### config.mk
export PLATFORM = sky130hd
export DESIGN_NAME = atm_bank_host_flat
export DESIGN_NICKNAME = d
export VERILOG_FILES = /design/src/rtl/atm_pkg.sv /design/src/rtl/atm_bank_host_if.sv /design/src/rtl/atm_acc_lookup.sv /design/src/rtl/atm_bank_host.sv /design/src/flat_wrapper.sv
export SDC_FILE = /design/constraint.sdc
export NUM_CORES = 1
export LEC_CHECK = 0
export CORE_AREA = 2 2 137 139
export DETAILED_ROUTE_END_ITERATION = 10
export DIE_AREA = 0 0 139 141
export GPL_ROUTABILITY_DRIVEN = 0
export PLACE_DENSITY_LB_ADDON = 0.08
export SETUP_SLACK_MARGIN = 0.1
export SLEW_MARGIN = 20
export SYNTH_ARGS = -nofsm -noshare
export SYNTH_HDL_FRONTEND = slang
export SYNTH_SLANG_ARGS = --single-unit
### constraint.sdc
create_clock -name clk -period 13.7 [get_ports clk]
set_clock_uncertainty 0.15 [all_clocks]
set_input_delay 2.74 -clock clk [delete_from_list [all_inputs] [get_ports clk]]
set_output_delay 2.74 -clock clk [all_outputs]
set_load 0.03 [all_outputs]
### src/rtl/atm_pkg.sv
// Shared constants, state encoding, account/PIN table and request payload for the ATM bank host.
package atm_pkg;

  localparam int unsigned ACC_W = 12;
  localparam int unsigned PIN_W = 4;
  localparam int unsigned BAL_W = 11;
  localparam int unsigned OP_W  = 3;
  localparam int unsigned TBL_N = 4;

  localparam logic [OP_W-1:0] OP_AUTH     = 3'd0;
  localparam logic [OP_W-1:0] OP_BALANCE  = 3'd1;
  localparam logic [OP_W-1:0] OP_WITHDRAW = 3'd2;
  localparam logic [OP_W-1:0] OP_TRANSFER = 3'd3;
  localparam logic [OP_W-1:0] OP_LOGOUT   = 3'd4;

  typedef enum logic [1:0] {
    ST_IDLE   = 2'd0,
    ST_LOOKUP = 2'd1,
    ST_EXEC   = 2'd2,
    ST_RESP   = 2'd3
  } state_e;

  // Entry 0 is the rightmost element of each concatenation.
  localparam logic [TBL_N-1:0][ACC_W-1:0] ACC_TBL = {12'd1234, 12'd4039, 12'd2175, 12'd2749};
  localparam logic [TBL_N-1:0][PIN_W-1:0] PIN_TBL = {4'd6, 4'd9, 4'd3, 4'd6};

  typedef struct packed {
    logic [OP_W-1:0]  op;
    logic [ACC_W-1:0] acc;
    logic [PIN_W-1:0] pin;
    logic [BAL_W-1:0] amount;
  } req_t;

  // A credit fits when the widened sum produces no carry past the balance width.
  function automatic logic credit_fits(input logic [BAL_W-1:0] bal, input logic [BAL_W-1:0] amt);
    logic [BAL_W:0] sum;
    sum = {1'b0, bal} + {1'b0, amt};
    return !sum[BAL_W];
  endfunction

endpackage

### src/rtl/atm_bank_host_if.sv
// Request/response handshake bundle between the ATM controller (master) and the bank host (slave).
interface atm_bank_host_if;
  import atm_pkg::*;

  logic             req_valid;
  logic             req_ready;
  logic [OP_W-1:0]  req_op;
  logic [ACC_W-1:0] req_acc;
  logic [PIN_W-1:0] req_pin;
  logic [BAL_W-1:0] req_amount;
  logic             resp_valid;
  logic             resp_ready;
  logic             resp_error;
  logic [BAL_W-1:0] resp_balance;
  logic             session_active;

  modport master (
    output req_valid, req_op, req_acc, req_pin, req_amount, resp_ready,
    input  req_ready, resp_valid, resp_error, resp_balance, session_active
  );

  modport slave (
    input  req_valid, req_op, req_acc, req_pin, req_amount, resp_ready,
    output req_ready, resp_valid, resp_error, resp_balance, session_active
  );

endinterface

### src/rtl/atm_acc_lookup.sv
// Parallel account-number match against the constant table; lowest matching index wins.
module atm_acc_lookup
  import atm_pkg::*;
#(
  parameter  int unsigned NUM_ACC = 4,
  localparam int unsigned IDX_W   = (NUM_ACC > 1) ? $clog2(NUM_ACC) : 1
) (
  input  logic [ACC_W-1:0] acc_i,
  output logic             hit_c,
  output logic [IDX_W-1:0] idx_c
);

  always_comb begin
    hit_c = 1'b0;
    idx_c = '0;
    for (int i = 0; i < NUM_ACC; i++) begin
      if (!hit_c && (acc_i == ACC_TBL[i])) begin
        hit_c = 1'b1;
        idx_c = IDX_W'(i);
      end
    end
  end

endmodule

### src/rtl/atm_bank_host.sv
// Bank host: accepts one ATM request at a time, looks up the account, executes, and holds the response.
module atm_bank_host
  import atm_pkg::*;
#(
  parameter int unsigned      NUM_ACC  = 4,
  parameter logic [BAL_W-1:0] INIT_BAL = 11'd500,
  parameter int unsigned      MAX_FAIL = 3
) (
  input logic         clk,
  input logic         rst,
  atm_bank_host_if.slave bus
);

  localparam int unsigned IDX_W  = (NUM_ACC > 1) ? $clog2(NUM_ACC) : 1;
  localparam int unsigned FAIL_W = $clog2(MAX_FAIL + 1);

  state_e state_q, state_d;

  req_t                           req_q, req_d;
  logic                           hit_q, hit_d;
  logic [IDX_W-1:0]               idx_q, idx_d;
  logic [NUM_ACC-1:0][BAL_W-1:0]  bal_q, bal_d;
  logic [NUM_ACC-1:0][FAIL_W-1:0] fail_q, fail_d;
  logic [NUM_ACC-1:0]             lock_q, lock_d;
  logic                           sess_q, sess_d;
  logic [IDX_W-1:0]               sess_idx_q, sess_idx_d;
  logic                           req_ready_q, req_ready_d;
  logic                           resp_valid_q, resp_valid_d;
  logic                           resp_error_q, resp_error_d;
  logic [BAL_W-1:0]               resp_balance_q, resp_balance_d;

  logic             lk_hit_c;
  logic [IDX_W-1:0] lk_idx_c;
  logic             accept_c;
  logic             err_c;
  logic [BAL_W-1:0] src_bal_c;
  logic [BAL_W-1:0] dst_bal_c;
  logic [FAIL_W-1:0] fail_inc_c;

  assign accept_c = bus.req_valid & req_ready_q;

  atm_acc_lookup #(.NUM_ACC(NUM_ACC)) u_lookup (
    .acc_i (req_q.acc),
    .hit_c (lk_hit_c),
    .idx_c (lk_idx_c)
  );

  // State register
  always_ff @(posedge clk or posedge rst) begin
    if (rst) state_q <= ST_IDLE;
    else     state_q <= state_d;
  end

  // Next-state logic
  always_comb begin
    state_d = state_q;
    case (state_q)
      ST_IDLE:   if (accept_c) state_d = ST_LOOKUP;
      ST_LOOKUP: state_d = ST_EXEC;
      ST_EXEC:   state_d = ST_RESP;
      ST_RESP:   if (bus.resp_ready) state_d = ST_IDLE;
      default:   state_d = ST_IDLE;
    endcase
  end

  // Datapath and output next values; all commits happen on the EXEC edge only.
  always_comb begin
    req_d          = req_q;
    hit_d          = hit_q;
    idx_d          = idx_q;
    bal_d          = bal_q;
    fail_d         = fail_q;
    lock_d         = lock_q;
    sess_d         = sess_q;
    sess_idx_d     = sess_idx_q;
    resp_error_d   = resp_error_q;
    resp_balance_d = resp_balance_q;
    req_ready_d    = (state_d == ST_IDLE);
    resp_valid_d   = (state_d == ST_RESP);
    err_c          = 1'b0;
    src_bal_c      = bal_q[sess_idx_q];
    dst_bal_c      = bal_q[idx_q];
    fail_inc_c     = FAIL_W'(fail_q[idx_q] + 1'b1);

    case (state_q)
      ST_IDLE: begin
        if (accept_c) begin
          req_d.op     = bus.req_op;
          req_d.acc    = bus.req_acc;
          req_d.pin    = bus.req_pin;
          req_d.amount = bus.req_amount;
        end
      end
      ST_LOOKUP: begin
        hit_d = lk_hit_c;
        idx_d = lk_idx_c;
      end
      ST_EXEC: begin
        case (req_q.op)
          OP_AUTH: begin
            if (!hit_q || lock_q[idx_q] || sess_q) begin
              err_c = 1'b1;
            end else if (req_q.pin != PIN_TBL[idx_q]) begin
              // Wrong PIN is the one error that still updates state.
              err_c          = 1'b1;
              fail_d[idx_q]  = fail_inc_c;
              if (32'(fail_inc_c) >= MAX_FAIL) lock_d[idx_q] = 1'b1;
            end else begin
              fail_d[idx_q] = '0;
              sess_d        = 1'b1;
              sess_idx_d    = idx_q;
            end
          end
          OP_BALANCE: begin
            err_c = !sess_q;
          end
          OP_WITHDRAW: begin
            if (!sess_q || (req_q.amount > src_bal_c)) err_c = 1'b1;
            else bal_d[sess_idx_q] = src_bal_c - req_q.amount;
          end
          OP_TRANSFER: begin
            if (!sess_q || !hit_q || (idx_q == sess_idx_q) ||
                (req_q.amount > src_bal_c) || !credit_fits(dst_bal_c, req_q.amount)) begin
              err_c = 1'b1;
            end else begin
              bal_d[sess_idx_q] = src_bal_c - req_q.amount;
              bal_d[idx_q]      = dst_bal_c + req_q.amount;
            end
          end
          OP_LOGOUT: begin
            if (!sess_q) err_c = 1'b1;
            else sess_d = 1'b0;
          end
          default: err_c = 1'b1;
        endcase
        resp_error_d   = err_c;
        resp_balance_d = sess_d ? bal_d[sess_idx_d] : '0;
      end
      default: ;
    endcase
  end

  // Datapath and output registers
  always_ff @(posedge clk or posedge rst) begin
    if (rst) begin
      req_q          <= '0;
      hit_q          <= 1'b0;
      idx_q          <= '0;
      bal_q          <= {NUM_ACC{INIT_BAL}};
      fail_q         <= '0;
      lock_q         <= '0;
      sess_q         <= 1'b0;
      sess_idx_q     <= '0;
      req_ready_q    <= 1'b1;
      resp_valid_q   <= 1'b0;
      resp_error_q   <= 1'b0;
      resp_balance_q <= '0;
    end else begin
      req_q          <= req_d;
      hit_q          <= hit_d;
      idx_q          <= idx_d;
      bal_q          <= bal_d;
      fail_q         <= fail_d;
      lock_q         <= lock_d;
      sess_q         <= sess_d;
      sess_idx_q     <= sess_idx_d;
      req_ready_q    <= req_ready_d;
      resp_valid_q   <= resp_valid_d;
      resp_error_q   <= resp_error_d;
      resp_balance_q <= resp_balance_d;
    end
  end

  assign bus.req_ready      = req_ready_q;
  assign bus.resp_valid     = resp_valid_q;
  assign bus.resp_error     = resp_error_q;
  assign bus.resp_balance   = resp_balance_q;
  assign bus.session_active = sess_q;

endmodule

### src/flat_wrapper.sv
// flat-port wrapper written by rule: the top's interface ports become plain ports
module atm_bank_host_flat import atm_pkg::*;
#(
  parameter int unsigned      NUM_ACC  = 4,
  parameter logic [BAL_W-1:0] INIT_BAL = 11'd500,
  parameter int unsigned      MAX_FAIL = 3
)
  (clk, rst, bus_req_valid, bus_req_op, bus_req_acc, bus_req_pin, bus_req_amount, bus_resp_ready, bus_req_ready, bus_resp_valid, bus_resp_error, bus_resp_balance, bus_session_active);
  atm_bank_host_if bus_i ();
  input logic clk;
  input logic rst;
  input wire logic [$bits(bus_i.req_valid)-1:0] bus_req_valid;
  input wire logic [$bits(bus_i.req_op)-1:0] bus_req_op;
  input wire logic [$bits(bus_i.req_acc)-1:0] bus_req_acc;
  input wire logic [$bits(bus_i.req_pin)-1:0] bus_req_pin;
  input wire logic [$bits(bus_i.req_amount)-1:0] bus_req_amount;
  input wire logic [$bits(bus_i.resp_ready)-1:0] bus_resp_ready;
  output wire logic [$bits(bus_i.req_ready)-1:0] bus_req_ready;
  output wire logic [$bits(bus_i.resp_valid)-1:0] bus_resp_valid;
  output wire logic [$bits(bus_i.resp_error)-1:0] bus_resp_error;
  output wire logic [$bits(bus_i.resp_balance)-1:0] bus_resp_balance;
  output wire logic [$bits(bus_i.session_active)-1:0] bus_session_active;
  assign bus_i.req_valid = bus_req_valid;
  assign bus_i.req_op = bus_req_op;
  assign bus_i.req_acc = bus_req_acc;
  assign bus_i.req_pin = bus_req_pin;
  assign bus_i.req_amount = bus_req_amount;
  assign bus_i.resp_ready = bus_resp_ready;
  assign bus_req_ready = bus_i.req_ready;
  assign bus_resp_valid = bus_i.resp_valid;
  assign bus_resp_error = bus_i.resp_error;
  assign bus_resp_balance = bus_i.resp_balance;
  assign bus_session_active = bus_i.session_active;
  atm_bank_host #(.NUM_ACC(NUM_ACC), .INIT_BAL(INIT_BAL), .MAX_FAIL(MAX_FAIL)) u_core (.clk(clk), .rst(rst), .bus(bus_i));
endmodule
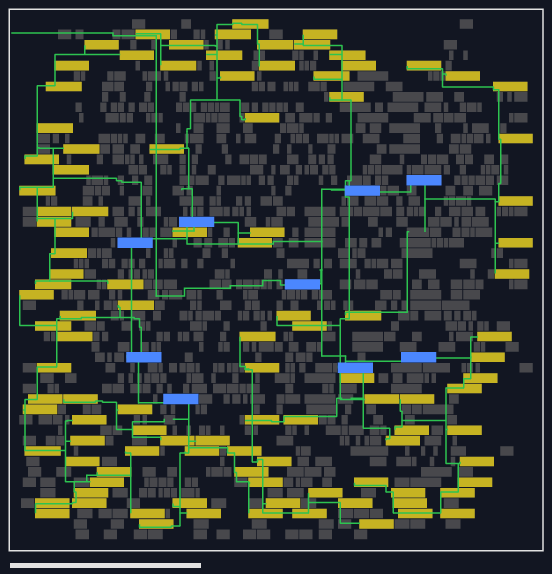
Figure 1: clock wires, drivers and flops.
Bar = 50 µm.
Blue shows cells driving clock nets, count 9. Green shows clock wires, length 1640 µm. Yellow shows flip-flops, count 108.
Position of the flops: spread over the die. There are 10 routed clock nets.
P_clk: 0.000268 W
Clk pwr share: 21.2%
clk latency late pin: 0.36 ns

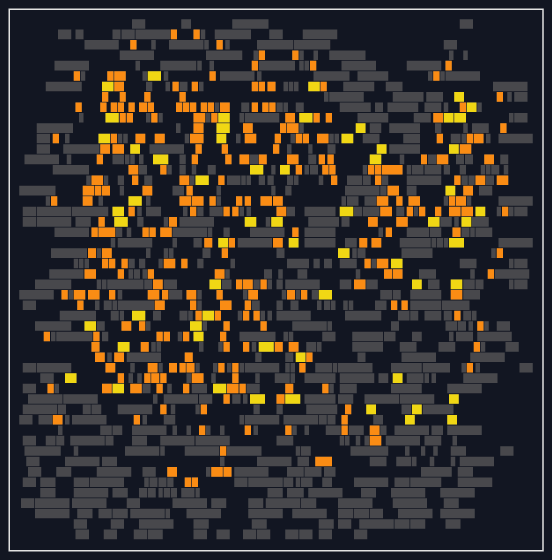
Figure 2: selected gate families.
Yellow shows AND-OR and OR-AND gates, cells 61. Orange shows inverting AOI/OAI gates, cells 268.
Commonest Layout Cell: nand2_1
Comb/total area: 56.3%

==> qor.yml <==
hold_slack_ns: 0.307
outcome: "complete, no violations"
grt_pass1_vias: 7299
clockBufferDepth: 2
top_layer: "met5"
utilization_pct: 50.2
num_rows: 50
n_all_inverters: 32
grt_overflow: 0
fillCellCount: 1780
switching_share_pct: 44.9
fp_nets: 1010
syn-instance-count: 946
cts_htree_levels: 3
yosys.area.top_type: "dfrtp_1"
relSlewSlack_pct: 27.2
ff_latch_area_mm2: 0.00273
cp_slowest_cell: "dfrtp_1"
post_cts_buffers: 0
reg2reg_to: "u_core.bus.resp_balance[6]"
path_clk_slew_ns: 0.08
timing.final.crit_period_ns: 5.14
min_path_cells: 1
stdcell_area_mm2: 0.00917
ys_seq_share_pct: 33.1
synth-seq-cells: 108
comb_cells: 742
nNetsFinal: 1016
chipArea_mm2: 0.0196
top_logic_kind: "AND-OR/OR-AND gates"
syn-cell-area_mm2: 0.00826
wl_met1_um: 12600
edf_count: 0
ant_nets: 0
clockRootBuffer: "clkbuf_16"
fin_crit_sh_pct: 37.5
p_per_area_mw_per_mm2: 138
yosys_warnings: 0
final_hold_viol_count: 0
total_power_w: 0.00126
clkbuf_count: 9
ys_chip_area_mm2: 0.00826
die_h_um: 141
timing_max_transition_violations_final: 0
path_common_cell: "a211oi_1"
dp_slack_ns: 8.80
grt_use_met3_pct: 6.79
logic_area_mm2: 0.00516
grt_use_total_pct: 28.8
buffer_area_share_pct: 6.14
cp_top_family: "AND-OR/OR-AND gates"
num-nonclk-buffers: 59
antenna_found_initial: 0
crit_buf_inv: 0
fa_ha_area_share_pct: 4.73
final_cells: 1191
fmax_mhz: 195
wl_met2_um: 11800
dr.pass1.iters: 6
dpl.hpwl_um: 20300
tap_cells: 234
drive_gt1_share_pct: 14.1
crit_arrival_ns: 5.30
cts_tree: "built"
hold_buffers: 0
drv_cap: 0
grt-busiest-layer: "met1"
top_area_share_pct: 25.2
rr_startpoint: "u_core.idx_q[1]"
use_met2_pct: 41.9
slowest_delay_ns: 0.94
area_leaders: "dfrtp_1, dfstp_2, mux4_2, nand2_1, o21ai_0"
ir_drop_mv: 0.107
cp_max_fo: 19
area_delta_synth_final_pct: 11.1
rsz0062_at_grt: "no"
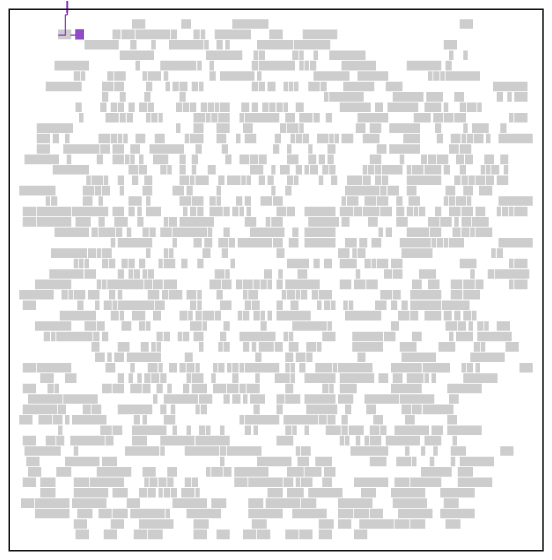
Figure 3: port wiring.
Purple shows rst, bits 1, direction input, edge top, end cells 1, buffers 1, wire 10.0 µm.
number of port buffers: 48
num ports: 49

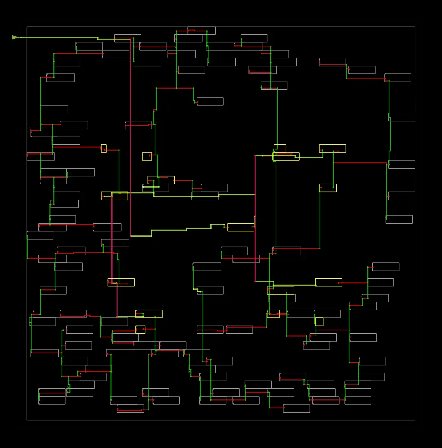
Figure 4: clock routing.
Num Clock Sinks: 108
CTS buffer count: 9

## cells in the mapped netlist, types with 4 or more instances
cell,count
dfstp_2,25
a211oi_1,17
or2_2,5
nand3_1,23
and2_1,10
a21oi_1,67
nor2b_1,11
a22o_1,11
o21ai_0,92
xnor2_1,5
a221oi_1,9
a31oi_1,12
ha_1,28
or3_1,4
a32o_1,6
buf_2,8
mux4_2,25
xor2_1,11
and3_1,10
nand2_1,126
a2bb2oi_1,4
nor3_1,16
o31ai_1,4
o22ai_1,9
inv_1,32
o21ai_1,7
o21a_1,4
dfrtp_1,83
mux2i_1,6
o2111ai_1,7
buf_1,9
clkbuf_1,44
a22oi_1,7
nor2_1,62
nand2b_1,9
nand4_1,8
mux2_2,33
a21o_1,19
a211o_1,6
o211ai_1,11
## placed cells by master, fill, tap and decap left out, drive strengths merged, types with 10 or more instances in the layout
master	n
nor3	18
xor2	11
a21oi	67
o21ai	99
a22o	11
inv	35
dfstp	25
a31oi	12
a211oi	19
buf	11
nand2	126
mux4	25
nand3	23
a21o	19
nor2	62
nor2b	11
o211ai	11
mux2	33
and3	10
dfrtp	83
clkdlybuf4s50	48
ha	28
and2	10
## power by group through the flow
stage | sequential [W] | combinational (W) | clock, W
2_1_floorplan | 0.000436 | 0.000370 | 0
3_3_place_gp | 0.000457 | 0.000520 | 0
3_5_place_dp | 0.000457 | 0.000522 | 0
4_1_cts | 0.000453 | 0.000523 | 0.000278
5_1_grt | 0.000463 | 0.000588 | 0.000287
6_report | 0.000454 | 0.000542 | 0.000268
## flip-flops by register name, indices dropped and copies added, names as in the netlist, 2 cells and up
signal,flops
u_core.sess_idx_q,2
u_core.lock_q,4
u_core.bal_q,44
u_core.bus.resp_balance,11
u_core.state_q,2
u_core.idx_q,2
u_core.req_q,30
u_core.fail_q,8
No activity file was given, so power comes from the tool's default toggle rates.
